## src/rtl/frat_pkg.sv

```systemverilog
// frat_pkg: shared rename constants and physical-ID / free-list pointer types
package frat_pkg;
  localparam int NUM_PHYS = 64;
  localparam int NUM_ARCH = 34;
  localparam int ID_W = 6;
  localparam int DEPTH = NUM_PHYS - NUM_ARCH;
  localparam int PTR_W = $clog2(DEPTH);
  typedef logic [ID_W-1:0] phys_id_t;
  typedef logic [PTR_W-1:0] fl_ptr_t;
endpackage

```

## src/rtl/freelist_ctrl_if.sv

```systemverilog
// freelist_ctrl_if: rename allocation / retire reclaim / flush bundle of the free list
interface freelist_ctrl_if;
  import frat_pkg::*;
  logic alloc_req;
  logic alloc_gnt;
  phys_id_t alloc_id;
  logic stall_out;
  logic retire_valid;
  logic retire_has_dest;
  phys_id_t retire_free_id;
  logic flush;
  phys_id_t free_count;
  logic err;
  modport master (
    output alloc_req, retire_valid, retire_has_dest, retire_free_id, flush,
    input alloc_gnt, alloc_id, stall_out, free_count, err
  );
  modport slave (
    input alloc_req, retire_valid, retire_has_dest, retire_free_id, flush,
    output alloc_gnt, alloc_id, stall_out, free_count, err
  );
endinterface

```

## src/rtl/freelist_ptr_inc.sv

```systemverilog
// freelist_ptr_inc: modulo-DEPTH pointer incrementer with enable
module freelist_ptr_inc
  import frat_pkg::*;
(
  input  fl_ptr_t ptr_i,
  input  logic    en_i,
  output fl_ptr_t ptr_o
);
  always_comb ptr_o = !en_i ? ptr_i : (ptr_i == fl_ptr_t'(DEPTH - 1)) ? '0 : ptr_i + fl_ptr_t'(1);
endmodule

```

## src/rtl/freelist_ctrl.sv

```systemverilog
// freelist_ctrl: physical-register free list with spec/commit heads and tail, flush rewind.
// Define FREELIST_BYPASS_EN to let a retiring ID be granted in the same cycle when empty.
module freelist_ctrl
  import frat_pkg::*;
(
  input logic clk_i,
  input logic rst_ni,
  freelist_ctrl_if.slave fl
);
  phys_id_t buf_q [DEPTH];
  fl_ptr_t spec_q, commit_q, tail_q;
  fl_ptr_t spec_inc, spec_d, commit_d, tail_d;
  phys_id_t count_q, count_d;
  logic err_q, retire, retire_ok, empty, bypass, gnt;
  assign retire = fl.retire_valid & fl.retire_has_dest;
  assign empty = count_q == '0;
`ifdef FREELIST_BYPASS_EN
  assign bypass = empty & retire;
`else
  assign bypass = 1'b0;
`endif
  // a full list means no speculative allocation is outstanding, so nothing may retire
  assign retire_ok = retire & (count_q != phys_id_t'(DEPTH));
  assign gnt = fl.alloc_req & (!empty | bypass) & !fl.flush;
  assign spec_d = fl.flush ? commit_d : spec_inc;
  assign count_d = fl.flush ? phys_id_t'(DEPTH) : count_q + phys_id_t'(retire_ok) - phys_id_t'(gnt);
  assign fl.alloc_gnt = gnt;
  assign fl.alloc_id = bypass ? fl.retire_free_id : buf_q[spec_q];
  assign fl.stall_out = empty & !bypass;
  assign fl.free_count = count_q;
  assign fl.err = err_q;
  freelist_ptr_inc u_spec (.ptr_i(spec_q), .en_i(gnt), .ptr_o(spec_inc));
  freelist_ptr_inc u_commit (.ptr_i(commit_q), .en_i(retire_ok), .ptr_o(commit_d));
  freelist_ptr_inc u_tail (.ptr_i(tail_q), .en_i(retire_ok), .ptr_o(tail_d));
  always_ff @(posedge clk_i or negedge rst_ni)
    if (!rst_ni) begin
      for (int i = 0; i < DEPTH; i++) buf_q[i] <= phys_id_t'(NUM_ARCH + i);
      spec_q <= '0;
      commit_q <= '0;
      tail_q <= '0;
      count_q <= phys_id_t'(DEPTH);
      err_q <= 1'b0;
    end else begin
      if (retire_ok) buf_q[tail_q] <= fl.retire_free_id;
      spec_q <= spec_d;
      commit_q <= commit_d;
      tail_q <= tail_d;
      count_q <= count_d;
      err_q <= err_q | (retire & !retire_ok);
    end
endmodule

```

## src/flat_wrapper.sv

```systemverilog
// flat-port wrapper written by rule: the top's interface ports become plain ports
module freelist_ctrl_flat import frat_pkg::*;
  (clk_i, rst_ni, fl_alloc_req, fl_retire_valid, fl_retire_has_dest, fl_retire_free_id, fl_flush, fl_alloc_gnt, fl_alloc_id, fl_stall_out, fl_free_count, fl_err);
  freelist_ctrl_if fl_i ();
  input logic clk_i;
  input logic rst_ni;
  input wire logic [$bits(fl_i.alloc_req)-1:0] fl_alloc_req;
  input wire logic [$bits(fl_i.retire_valid)-1:0] fl_retire_valid;
  input wire logic [$bits(fl_i.retire_has_dest)-1:0] fl_retire_has_dest;
  input wire logic [$bits(fl_i.retire_free_id)-1:0] fl_retire_free_id;
  input wire logic [$bits(fl_i.flush)-1:0] fl_flush;
  output wire logic [$bits(fl_i.alloc_gnt)-1:0] fl_alloc_gnt;
  output wire logic [$bits(fl_i.alloc_id)-1:0] fl_alloc_id;
  output wire logic [$bits(fl_i.stall_out)-1:0] fl_stall_out;
  output wire logic [$bits(fl_i.free_count)-1:0] fl_free_count;
  output wire logic [$bits(fl_i.err)-1:0] fl_err;
  assign fl_i.alloc_req = fl_alloc_req;
  assign fl_i.retire_valid = fl_retire_valid;
  assign fl_i.retire_has_dest = fl_retire_has_dest;
  assign fl_i.retire_free_id = fl_retire_free_id;
  assign fl_i.flush = fl_flush;
  assign fl_alloc_gnt = fl_i.alloc_gnt;
  assign fl_alloc_id = fl_i.alloc_id;
  assign fl_stall_out = fl_i.stall_out;
  assign fl_free_count = fl_i.free_count;
  assign fl_err = fl_i.err;
  freelist_ctrl u_core (.clk_i(clk_i), .rst_ni(rst_ni), .fl(fl_i));
endmodule
```

## config.mk

```make
export PLATFORM = sky130hd
export DESIGN_NAME = freelist_ctrl_flat
export DESIGN_NICKNAME = d
export VERILOG_FILES = /design/src/rtl/frat_pkg.sv /design/src/rtl/freelist_ctrl_if.sv /design/src/rtl/freelist_ptr_inc.sv /design/src/rtl/freelist_ctrl.sv /design/src/flat_wrapper.sv
export SDC_FILE = /design/constraint.sdc
export NUM_CORES = 1
export LEC_CHECK = 0
export ABC_AREA = 1
export ABC_CLOCK_PERIOD_IN_PS = 2600
export CAP_MARGIN = 15
export CORE_ASPECT_RATIO = 1.25
export CORE_MARGIN = 10
export CORE_UTILIZATION = 55
export CTS_CLUSTER_DIAMETER = 100
export CTS_CLUSTER_SIZE = 25
export DETAILED_ROUTE_END_ITERATION = 8
export PLACE_DENSITY_LB_ADDON = 0.2
export SKIP_LAST_GASP = 1
export SLEW_MARGIN = 20
export SYNTH_ARGS = -nofsm -noshare
export SYNTH_HDL_FRONTEND = slang
export SYNTH_HIERARCHICAL = 1
export SYNTH_SLANG_ARGS = --single-unit
```

## constraint.sdc

```tcl
create_clock -name clk_i -period 2.6 [get_ports clk_i]
set_input_delay 0.52 -clock clk_i [delete_from_list [all_inputs] [get_ports clk_i]]
set_output_delay 0.52 -clock clk_i [all_outputs]
set_load 0.02 [all_outputs]
```

layer_met3.png
Scale: 3 px per um. Cells faint in the background.
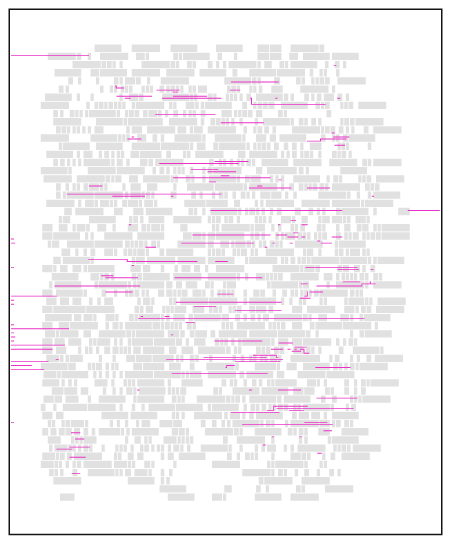
nets with wire on the layer	87
share of all routed wire	4.6%
main direction	horizontal
longest straight run	75.2 um
wire length on this layer	1240 um

==> flow_summary.toml <==
# yosys + openroad results
[die]
rows = 56
io_pins = 27
die_h_um = 174.6

[timing]
finalSetupViolCount = 2
rsz0062_at_grt = "yes"
final.setup.worst_slack_ps = -11.90
slew_violations = 0
tightest_slew_ps = 607.8
period_used_share = 1.005

[clock_tree]
cts_tree = "built"
cts.root.buffer_cell = "clkbuf_16"
h-tree-depth = 1

[worst_setup_path]
crit_required_ps = 2080
cpMaxStageDelayCell = "dfrtp_2"
r2r_end = "u_core/fl.free_count[4]"
cp_cell_sequence = "clkinv_4, bufbuf_16, nand2_1, nand2_1, a21oi_1, nand3_1, nand3_2, nand2_2, buf_6"

[final_layout]
sh_comb_area = 0.3950
fin_nets = 1365
clkbuf_count = 19
largest_reg_flops = 180
flops = 202
seq_area_um2 = 5197
logic_gate_count = 941
synthToLayoutAreaGrowth_pct = 13.46

[global_route]
gr-max-usage-layer = "met2"
grt_antenna_before_repair = 0
grt_max_degree = 62

[status]
violations = "negative setup slack"
status = "complete, but fails checks"

[synth]
synth_top_area_share = 0.2823
syn_area_um2 = 10520
synth-xor-area-share = 0.002499

[route]
drc_errors = 0
wl_met2_um = 12740
top_layer_used = "met4"

[power]
powerComb_mw = 6.19
ir_drop_mv = 0.7602
comb_power_share = 0.455

[placed_design]
place_inst = 1540
detail.png
Window x 83 to 133, y 106 to 156 um. Cells in gray, sequential cells in the stronger gray; small squares are vias.
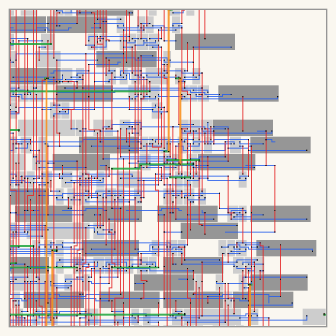
layer	color
metal 1	blue
metal 3	green
metal 2	red
metal 4	orange
cells with their middle in the window	158
most frequent	nand2_1 (63), o21ai_1 (25), nand3_1 (22)
netlist names of flops here include	u_core/buf_q (28)
sequential cells in the window	28

